`src/rtl/mem_arbiter.sv`:
```
// Two-master (IFU read-only, LSU read/write) to one memory port arbiter.
// One transaction in flight; round-robin on simultaneous requests.
module mem_arbiter #(
  parameter int DATA_LEN = 32,
  parameter int MASK_LEN = DATA_LEN / 8
) (
  input  logic                clk,
  input  logic                rst,

  input  logic                ifu_req_valid,
  output logic                ifu_req_ready,
  input  logic [DATA_LEN-1:0] ifu_req_addr,
  output logic                ifu_rsp_valid,
  input  logic                ifu_rsp_ready,
  output logic [DATA_LEN-1:0] ifu_rsp_rdata,

  input  logic                lsu_req_valid,
  output logic                lsu_req_ready,
  input  logic [DATA_LEN-1:0] lsu_req_addr,
  input  logic                lsu_req_wen,
  input  logic [DATA_LEN-1:0] lsu_req_wdata,
  input  logic [MASK_LEN-1:0] lsu_req_wmask,
  output logic                lsu_rsp_valid,
  input  logic                lsu_rsp_ready,
  output logic [DATA_LEN-1:0] lsu_rsp_rdata,

  output logic                mem_req_valid,
  input  logic                mem_req_ready,
  output logic [DATA_LEN-1:0] mem_req_addr,
  output logic                mem_req_wen,
  output logic [DATA_LEN-1:0] mem_req_wdata,
  output logic [MASK_LEN-1:0] mem_req_wmask,
  input  logic                mem_rsp_valid,
  output logic                mem_rsp_ready,
  input  logic [DATA_LEN-1:0] mem_rsp_rdata
);

  typedef enum logic [1:0] {IDLE, REQ, RSP} state_e;
  typedef enum logic {OWN_IFU, OWN_LSU} owner_e;

  state_e state, state_nxt;
  owner_e owner, last_grant;
  logic   grant_ifu, grant_lsu;

  always_ff @(posedge clk) begin
    if (rst) begin
      state         <= IDLE;
      owner         <= OWN_IFU;
      last_grant    <= OWN_IFU;
      mem_req_addr  <= '0;
      mem_req_wen   <= 1'b0;
      mem_req_wdata <= '0;
      mem_req_wmask <= '0;
    end else begin
      state <= state_nxt;
      if (grant_ifu || grant_lsu) begin
        owner         <= grant_lsu ? OWN_LSU : OWN_IFU;
        last_grant    <= grant_lsu ? OWN_LSU : OWN_IFU;
        mem_req_addr  <= grant_lsu ? lsu_req_addr : ifu_req_addr;
        mem_req_wen   <= grant_lsu & lsu_req_wen;
        mem_req_wdata <= grant_lsu ? lsu_req_wdata : '0;
        mem_req_wmask <= grant_lsu ? lsu_req_wmask : '0;
      end
    end
  end

  always_comb begin
    state_nxt     = state;
    grant_ifu     = 1'b0;
    grant_lsu     = 1'b0;
    mem_req_valid = 1'b0;
    mem_rsp_ready = 1'b0;
    ifu_rsp_valid = 1'b0;
    lsu_rsp_valid = 1'b0;
    ifu_rsp_rdata = '0;
    lsu_rsp_rdata = '0;

    case (state)
      IDLE: begin
        // On a tie the master that did not win last time gets the port.
        if (ifu_req_valid && lsu_req_valid) begin
          grant_lsu = (last_grant == OWN_IFU);
          grant_ifu = (last_grant == OWN_LSU);
        end else begin
          grant_ifu = ifu_req_valid;
          grant_lsu = lsu_req_valid;
        end
        if (grant_ifu || grant_lsu) state_nxt = REQ;
      end
      REQ: begin
        mem_req_valid = 1'b1;
        if (mem_req_ready) state_nxt = RSP;
      end
      RSP: begin
        if (owner == OWN_IFU) begin
          mem_rsp_ready = ifu_rsp_ready;
          ifu_rsp_valid = mem_rsp_valid;
          ifu_rsp_rdata = mem_rsp_valid ? mem_rsp_rdata : '0;
        end else begin
          mem_rsp_ready = lsu_rsp_ready;
          lsu_rsp_valid = mem_rsp_valid;
          lsu_rsp_rdata = mem_rsp_valid ? mem_rsp_rdata : '0;
        end
        if (mem_rsp_valid && mem_rsp_ready) state_nxt = IDLE;
      end
      default: state_nxt = IDLE;
    endcase
  end

  assign ifu_req_ready = grant_ifu;
  assign lsu_req_ready = grant_lsu;

endmodule

```
`config.mk`:
```
export PLATFORM = sky130hd
export DESIGN_NAME = mem_arbiter
export DESIGN_NICKNAME = d
export VERILOG_FILES = /design/src/rtl/mem_arbiter.sv
export SDC_FILE = /design/constraint.sdc
export NUM_CORES = 1
export LEC_CHECK = 0
export CELL_PAD_IN_SITES_DETAIL_PLACEMENT = 1
export CELL_PAD_IN_SITES_GLOBAL_PLACEMENT = 2
export CORE_MARGIN = 5
export CORE_UTILIZATION = 17
export DETAILED_ROUTE_END_ITERATION = 8
export GPL_ROUTABILITY_DRIVEN = 0
export HOLD_SLACK_MARGIN = 0.08
export PLACE_DENSITY_LB_ADDON = 0.1
export SLEW_MARGIN = 20
export SYNTH_ARGS = -nofsm -noshare
export SYNTH_HDL_FRONTEND = slang
export SYNTH_SLANG_ARGS = --single-unit
```
`constraint.sdc`:
```
create_clock -name clk -period 3.66 [get_ports clk]
set_input_delay 0.732 -clock clk [delete_from_list [all_inputs] [get_ports clk]]
set_output_delay 0.732 -clock clk [all_outputs]
set_load 0.05 [all_outputs]
```
==> images/met2.png <==
Cells faint in the background.
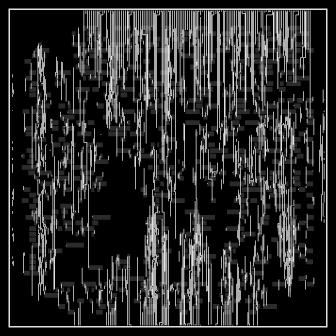
nets with wire on the layer: 749
wire length on this layer: 10500 µm
longest straight run: 78.9 µm
via count: 4517
DRT Wirelength: 20400 µm
GRT met2 Usage: 28.9%

==> results.json <==
{
  "postSynthSeqShare_pct": 40.7,
  "largest_cell_class": "buffers",
  "seqPwrFrac_pct": 30.0,
  "slew_violations": 0,
  "reg2reg_depth": 5,
  "period_used_pct": 80.4,
  "final.setup_skew_ns": 0.00557,
  "gr-max-usage-layer": "met2",
  "cts_tree": "built",
  "highest_layer": "met5",
  "die_height_um": 154,
  "grt_overflow_total": 0,
  "outcome": "finished clean",
  "pre_cts_slack_ns": 0.708,
  "r2r-start": "state[1]",
  "layout-drive-gt1-share_pct": 14.6,
  "pg_clk_mw": 1.13,
  "postCtsSetupRepairBufs": 0,
  "cp_num_buf_inv": 2,
  "core_um2": 20400,
  "path_delay_family": "buffers and inverters",
  "grt_pass1_wl_um": 30500,
  "powerSeq_mw": 0.905,
  "nClkBuffers": 10,
  "combGateArea_um2": 1880,
  "nets": 847,
  "cts_root_buf": "clkbuf_16",
  "final_layout_top_logic_cells": "clkdlybuf4s50_1, a21oi_1, dfxtp_1, nand3_1",
  "top_regs": "mem_req_addr: 32 flops, mem_req_wdata: 32 flops, mem_req_wmask: 4 flops",
  "syn-cell-area_um2": 3540,
  "r2r_slack_ns": 1.46,
  "cts-hold-fix-buffers": 0,
  "antenna_left": 0,
  "max_stage_delay_ns": 0.81,
  "grt_max_degree": 73,
  "swShare_pct": 33.5,
  "min_from": "mem_req_wdata[18]",
  "cts.sinks": 72,
  "hold_violations": 0,
  "antenna_found_initial": 3,
  "grtUsageTotal_pct": 16.5,
  "comb.multi_input.count": 329,
  "fp_nets": 597,
  "dp_hpwl_um": 14800
}
==> images/met1.png <==
Bar = 50 µm. Cells faint in the background.
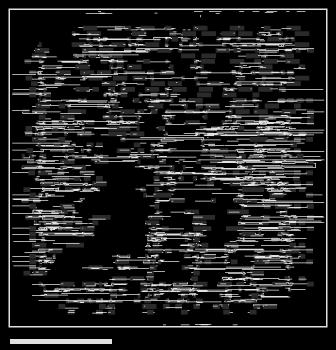
wire length on this layer: 8000 µm
longest straight run: 72.2 µm
nets with wire on the layer: 714
met1 Resource Use GR: 19.1%

metrics by stage:
stage | power [mW] | cells | hold slack (ns)
after global placement | 1.90 | 965 | 0.461
after floorplan | 1.46 | 456 | 0.553
final | 3.01 | 982 | 0.480
after CTS | 3.08 | 981 | 0.480
after global routing | 3.16 | 982 | 0.498
after detailed placement | 1.92 | 965 | 0.469
logic make-up (layout without fill, tap and decap cells):
logic type,Yosys count,after routing,synth area share [%]
simple gates,153,153,24.3
buf+inv,55,310,6.43
compound gates,175,175,28.2
mux,1,1,0.283
flops,72,72,40.7
other cells,0,1,0
synthesized netlist by cell type:
cell / instances / area [µm²]
dfxtp_1: 72 / 1440
or3b_1: 1 / 8.76
and2_1: 65 / 407
o21ai_1: 8 / 40.0
nor3b_2: 1 / 12.5
inv_1: 2 / 7.51
a21oi_1: 72 / 360
nor2_2: 2 / 12.5
clkbuf_1: 36 / 135
buf_2: 17 / 85.1
o21ai_0: 62 / 310
nand2_1: 4 / 15.0
or2_2: 1 / 6.26
and3_1: 2 / 12.5
a311oi_1: 33 / 289
mux2i_1: 1 / 10.0
nand3_1: 69 / 345
nor2b_1: 3 / 18.8
nand2b_1: 1 / 6.26
nor2_1: 3 / 11.3
or2_1: 1 / 6.26
worst max-delay path by stage:
stage	startpoint	endpoint	slack (ns)	depth (start not counted)
after floorplan	lsu_req_valid	lsu_req_ready	0.94	3
after global placement	lsu_rsp_ready	mem_rsp_ready	0.70	4
after detailed placement	ifu_rsp_ready	mem_rsp_ready	0.71	4
after CTS	ifu_rsp_ready	mem_rsp_ready	0.71	4
after global routing	ifu_rsp_ready	mem_rsp_ready	0.64	4
final	ifu_rsp_ready	mem_rsp_ready	0.72	4
Power and IR drop assume default switching activity.
